### config.mk
export PLATFORM = sky130hd
export DESIGN_NAME = booth_multiplier_seq
export DESIGN_NICKNAME = d
export VERILOG_FILES = /design/src/rtl/booth_multiplier_seq.sv
export SDC_FILE = /design/constraint.sdc
export NUM_CORES = 1
export LEC_CHECK = 0
export CORE_ASPECT_RATIO = 1.2
export CORE_MARGIN = 2
export CORE_UTILIZATION = 45
export CTS_BUF_LIST = sky130_fd_sc_hd__clkbuf_4
export DETAILED_ROUTE_END_ITERATION = 16
export PLACE_DENSITY = 0.74
export SETUP_SLACK_MARGIN = 0.5
export SLEW_MARGIN = 25
export SYNTH_ARGS = -nofsm -noshare
export SYNTH_HDL_FRONTEND = slang
export SYNTH_SLANG_ARGS = --single-unit
### constraint.sdc
create_clock -name clk -period 5.1 [get_ports clk]
set_input_delay 0.51 -clock clk [delete_from_list [all_inputs] [get_ports clk]]
set_output_delay 0.51 -clock clk [all_outputs]
set_load 0.05 [all_outputs]
### src/rtl/booth_multiplier_seq.sv
// booth_multiplier_seq
// Iterative Booth multiplier with one shared add/shift datapath. Each request
// produces a 2*WIDTH-bit product after a fixed number of cycles. A runtime
// signed_mode input selects two's-complement or unsigned operands.
// The start/busy/done handshake works as follows:
//   - start is sampled only in IDLE.
//   - busy is high during RUN.
//   - done is a one-cycle pulse that comes with the product update.
// Build option: define BOOTH_RADIX4_EN to select the radix-4 datapath, which
// performs two Booth bits per step. Leave it undefined for radix-2.
// WIDTH must be even and >= 4.

module booth_multiplier_seq #(
    parameter int WIDTH = 32
) (
    input  logic               clk,
    input  logic               rst,
    input  logic               start,
    input  logic [WIDTH-1:0]   a,
    input  logic [WIDTH-1:0]   b,
    input  logic               signed_mode,
    output logic               busy,
    output logic               done,
    output logic [2*WIDTH-1:0] product
);

    // Every operand is handled as a signed N-bit value. The two extra bits
    // let an unsigned operand stay positive after extension.
    localparam int N = WIDTH + 2;
`ifdef BOOTH_RADIX4_EN
    localparam int ITER = N / 2;
`else
    localparam int ITER = N;
`endif
    localparam int             CW   = $clog2(ITER + 1);
    localparam logic [CW-1:0]  LAST = CW'(ITER - 1);

    typedef enum logic [1:0] {
        S_IDLE = 2'd0,
        S_RUN  = 2'd1,
        S_DONE = 2'd2
    } state_t;

    state_t r_state;
    state_t w_state_next;

    logic [N-1:0]       r_m;        // multiplicand
    logic [N+1:0]       r_p;        // accumulator, signed, two guard bits for +-2M
    logic [N-1:0]       r_q;        // multiplier, shifts out as the product low half
    logic               r_q1;       // Booth history bit
    logic [CW-1:0]      r_cnt;      // completed Booth steps
    logic               r_done;
    logic [2*WIDTH-1:0] r_product;

    logic               w_load;
    logic               w_step;
    logic               w_latch;
    logic [N-1:0]       w_a_ext;
    logic [N-1:0]       w_b_ext;
    logic [N+1:0]       w_m_ext;
    logic [N+1:0]       w_m_neg;
    logic [N+1:0]       w_addend;
    logic [N+1:0]       w_sum;
    logic [N+1:0]       w_p_next;
    logic [N-1:0]       w_q_next;
    logic               w_q1_next;

    // Operand extension: sign-extend in signed mode, zero-extend otherwise.
    assign w_a_ext = signed_mode ? {{2{a[WIDTH-1]}}, a} : {2'b00, a};
    assign w_b_ext = signed_mode ? {{2{b[WIDTH-1]}}, b} : {2'b00, b};

    // +M and -M at accumulator width.
    assign w_m_ext = {{2{r_m[N-1]}}, r_m};
    assign w_m_neg = ~w_m_ext + {{(N+1){1'b0}}, 1'b1};

`ifdef BOOTH_RADIX4_EN
    logic [N+1:0] w_m2;
    logic [N+1:0] w_m2_neg;

    // +2M is M shifted left by one and sign-extended to accumulator width.
    assign w_m2     = {r_m[N-1], r_m, 1'b0};
    assign w_m2_neg = ~w_m2 + {{(N+1){1'b0}}, 1'b1};

    // Radix-4 step: recode {Q[1],Q[0],q_1} into 0/+-M/+-2M, add, then shift by two.
    always_comb begin
        w_addend = '0;
        case ({r_q[1:0], r_q1})
            3'b001, 3'b010: w_addend = w_m_ext;
            3'b011:         w_addend = w_m2;
            3'b100:         w_addend = w_m2_neg;
            3'b101, 3'b110: w_addend = w_m_neg;
            default:        w_addend = '0;
        endcase
        w_sum     = r_p + w_addend;
        w_p_next  = {{2{w_sum[N+1]}}, w_sum[N+1:2]};
        w_q_next  = {w_sum[1:0], r_q[N-1:2]};
        w_q1_next = r_q[1];
    end
`else
    // Radix-2 step: recode {Q[0],q_1} into 0/+-M, add, then shift by one.
    always_comb begin
        w_addend = '0;
        case ({r_q[0], r_q1})
            2'b01:   w_addend = w_m_ext;
            2'b10:   w_addend = w_m_neg;
            default: w_addend = '0;
        endcase
        w_sum     = r_p + w_addend;
        w_p_next  = {w_sum[N+1], w_sum[N+1:1]};
        w_q_next  = {w_sum[0], r_q[N-1:1]};
        w_q1_next = r_q[0];
    end
`endif

    // FSM state register.
    always_ff @(posedge clk) begin
        if (rst) begin
            r_state <= S_IDLE;
        end else begin
            r_state <= w_state_next;
        end
    end

    // FSM next-state logic: accept in IDLE, leave RUN after the last step,
    // and spend one cycle in DONE to publish the result.
    always_comb begin
        w_state_next = r_state;
        case (r_state)
            S_IDLE:  if (start) w_state_next = S_RUN;
            S_RUN:   if (r_cnt == LAST) w_state_next = S_DONE;
            S_DONE:  w_state_next = S_IDLE;
            default: w_state_next = S_IDLE;
        endcase
    end

    // FSM outputs: busy flag and datapath control strobes.
    always_comb begin
        busy    = 1'b0;
        w_load  = 1'b0;
        w_step  = 1'b0;
        w_latch = 1'b0;
        case (r_state)
            S_IDLE:  w_load  = start;
            S_RUN:   begin busy = 1'b1; w_step = 1'b1; end
            S_DONE:  w_latch = 1'b1;
            default: ;
        endcase
    end

    // Booth datapath: load the operands on accept, then run one step per RUN cycle.
    always_ff @(posedge clk) begin
        if (rst) begin
            r_m   <= '0;
            r_p   <= '0;
            r_q   <= '0;
            r_q1  <= 1'b0;
            r_cnt <= '0;
        end else if (w_load) begin
            r_m   <= w_a_ext;
            r_p   <= '0;
            r_q   <= w_b_ext;
            r_q1  <= 1'b0;
            r_cnt <= '0;
        end else if (w_step) begin
            r_p   <= w_p_next;
            r_q   <= w_q_next;
            r_q1  <= w_q1_next;
            r_cnt <= r_cnt + CW'(1);
        end
    end

    // Result register. The product is the low 2*WIDTH bits of {P,Q}. It is
    // captured when leaving DONE and held until the next completion.
    always_ff @(posedge clk) begin
        if (rst) begin
            r_done    <= 1'b0;
            r_product <= '0;
        end else begin
            r_done <= w_latch;
            if (w_latch) begin
                r_product <= {r_p[WIDTH-3:0], r_q};
            end
        end
    end

    assign done    = r_done;
    assign product = r_product;

endmodule

Figure 1. Power grid.
The bar under the picture is 50 um long. Pins as bars on the die edge.
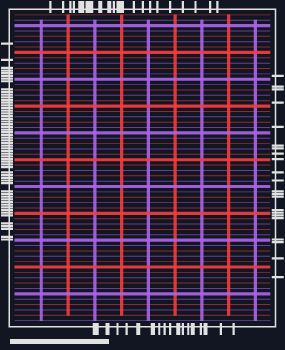
[red] VDD
[purple] VSS
met1 rails: 58
signal pins: 134
core area: 20100 um^2
maximum VDD drop: 0.138 mV

Figure 2. Placed cells, one color a class.
Fill, decap, tap and diode cells in gray.
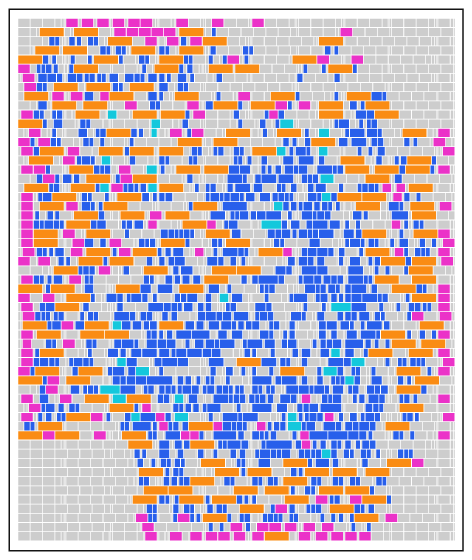
[blue] all other logic | cells: 975 | share of their area: 50%
[orange] flip-flops | cells: 176 | share of their area: 33%
[cyan] clock drivers and dummy loads | cells: 32 | share of their area: 2.8%
[magenta] other buffers and delay cells | cells: 155 | share of their area: 14%
Final Cell Area: 11000 um^2
Seq area share: 0.319
Row Count: 57
fin util: 0.549

==> out/results.ini <==
[synth]
synth-xor-area-share=0.0287
syn-mean-instance-area_um2=7.44
yosysTopAreaCellShare=0.385
synth.mux.area_fraction=0.00219
synth_top_cell_by_area=dfxtp_1
yosys-stat-cells=1231
edf_count=0
yosys_warnings=0
top_cells_by_count=nand2_1 (338), a21oi_1 (224), dfxtp_1 (176)
ff_type=dfxtp_1
ys_types=69
ys_sh_aoi=0.234
syn-cell-area_um2=9150
syn-instance-count=1231

[final_timing]
tns_ps=0
finalWorstSetupSlack_ps=687
slew_viol_final=0
slew_headroom=0.463
min_period_ps=4410
finalSetupViolCount=0

[cts]
cts-root-buf=clkbuf_4
clock_sinks=176
hold_buffers=0
clockBufferDepth=2
path_clk_slew_ps=170
cts_buffers=17

[critical_path]
cp.arrival_ps=4960
critical_path_class=reg -> reg
crit_buf_inv=1
startpoint_type=register
crit_path_max_incr_delay_ps=560
worstPathRequired_ps=5650
critPathMaxFanout=6

[grt]
antenna_found_initial=1
grt-ovfl-total=0
grtUsageTotal=0.230

[placed_design]
portBuffers=133
place_ws_ps=542
dp_hpwl_mm=17.0

[floorplanning]
design.die.area_um2=21500
initCoreUtil=0.455
die_w_um=134

[finish]
drive_gt1_frac=0.0688
mi_logic_area_um2=5300

[pwr]
powerDensity_nw_per_um2=241
leakage_nw=4.07

[route]
drt-vias-per-instance=5.59
drt-pass1-iter-count=5
finalWirelength_mm=24.8

[min_path]
holdPathStages=2

[job]
maxCapViolCount=0

[outcome]
status=finished clean

Figure 3. Routed clock nets over the placement.
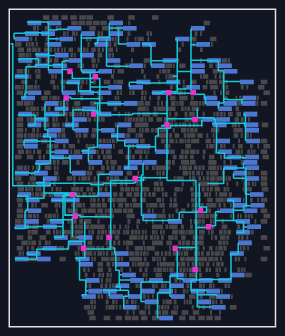
[blue] flip-flops | count: 176
[magenta] cells driving clock nets | count: 17
[cyan] clock wires | length: 2240 um
routed clock nets: 18
flops lie: widely spread
Clock power frac: 0.312
clock-net power: 830 uW
Worst-Skew Late Latency: 620 ps
Clock Skew: 28.2 ps

[cell type report]
class / count / share of cell area
antenna: 1 / 0.000227
clock buffer: 18 / 0.0122
clock inverter: 14 / 0.0146
inverter: 23 / 0.00782
multi-input combinational: 952 / 0.480
sequential: 176 / 0.319
tap: 265 / 0.0300
timing repair buffer: 155 / 0.135
[cells by family (layout without fill, tap and decap cells)]
logic type / Yosys count / count (layout)
flip-flops: 176 / 176
other: 0 / 1
adder cells (fa/ha/maj): 41 / 41
AND/OR/NAND/NOR: 516 / 516
AND-OR/OR-AND: 363 / 363
XOR/XNOR: 30 / 30
buffers and inverters: 103 / 210
multiplexers: 2 / 2
[flip-flops by register name, indices dropped and copies added, names as in the netlist]
register and flops:
product 64, r_p 35, r_q 34, r_m 33
r_cnt 6, r_state 2, done 1, r_q1 1
[worst reg2reg max path: stages (launching register included)]
cell       delay [ps]
dfxtp_1           360
or4_4             560
nor4_4            370
buf_4             190
and2_2            180
nand3_1            90
or3_1             340
a311oi_1          330
ha_2              380
and2_1            160
and3_1            210
nand3_1           100
a21oi_2            60
o21ai_2           180
a21oi_2            90
o2111ai_1         250
a211oi_1          110
a31oi_1           190
mux2i_1           210
[per-stage QoR]
step                total power, mW  utilization  std cells  cell area (um^2)
finish                         2.66        0.549       1604             11000
detailed placement             1.84        0.530       1567             10700
CTS                            2.67        0.545       1599             11000
floorplan                      1.71            -       1231              9150
global placement               1.84        0.530       1567             10700
global route                   2.78        0.549       1604             11000
[report_power, final]
group | switching, mW | internal [mW] | total [mW] | leakage (nW)
sequential | 0.0448 | 1.42 | 1.46 | 1.43
combinational | 0.217 | 0.151 | 0.368 | 2.48
clock | 0.592 | 0.238 | 0.830 | 0.164
[path summary, 6_finish.rpt]
| path | startpoint | end | slack (ps) |
|---|---|---|---|
| max | r_m[0] | r_p[34] | 690 |
| min | rst | product[21] | 410 |
| max reg2reg | r_m[0] | r_p[34] | 690 |
| min reg2reg | r_q[33] | product[33] | 460 |
[repair_timing]
item,CTS,global route
resized,1,14
setup endpoints to repair,1,9
buffers inserted,0,4
pin swaps,0,3
[layout by cell type, fill, tap and decap left out, types with 4 or more instances in the layout]
cell / netlist / final
a211oi_1: 9 / 8
a21o_1: 16 / 16
a21oi_1: 224 / 222
a22oi_1: 33 / 33
a311oi_1: 10 / 9
buf_4: 0 / 23
clkbuf_4: 0 / 18
clkdlybuf4s50_1: 0 / 132
dfxtp_1: 176 / 176
ha_1: 40 / 38
inv_1: 22 / 21
inv_8: 0 / 8
nand2_1: 338 / 337
nand2b_1: 6 / 5
nand3_1: 32 / 32
nand3b_1: 4 / 4
nand4_1: 8 / 8
nor2_1: 51 / 50
nor2b_1: 5 / 4
nor3_1: 26 / 26
o211ai_1: 5 / 5
o21ai_0: 31 / 29
o21bai_1: 4 / 4
or3_1: 15 / 15
xnor2_1: 16 / 16
xor2_1: 14 / 14
[routing by layer]
| layer | vias up | track usage | wire [um] |
|---|---|---|---|
| met5 | - | 0 | 0 |
| met4 | 0 | 0.0952 | 915 |
| met3 | 57 | 0.0562 | 1420 |
| met2 | 243 | 0.392 | 12000 |
| met1 | 4195 | 0.275 | 10400 |
| li1 | 4473 | - | - |
Power figures rest on the tool's default switching activity, not on a simulated workload.
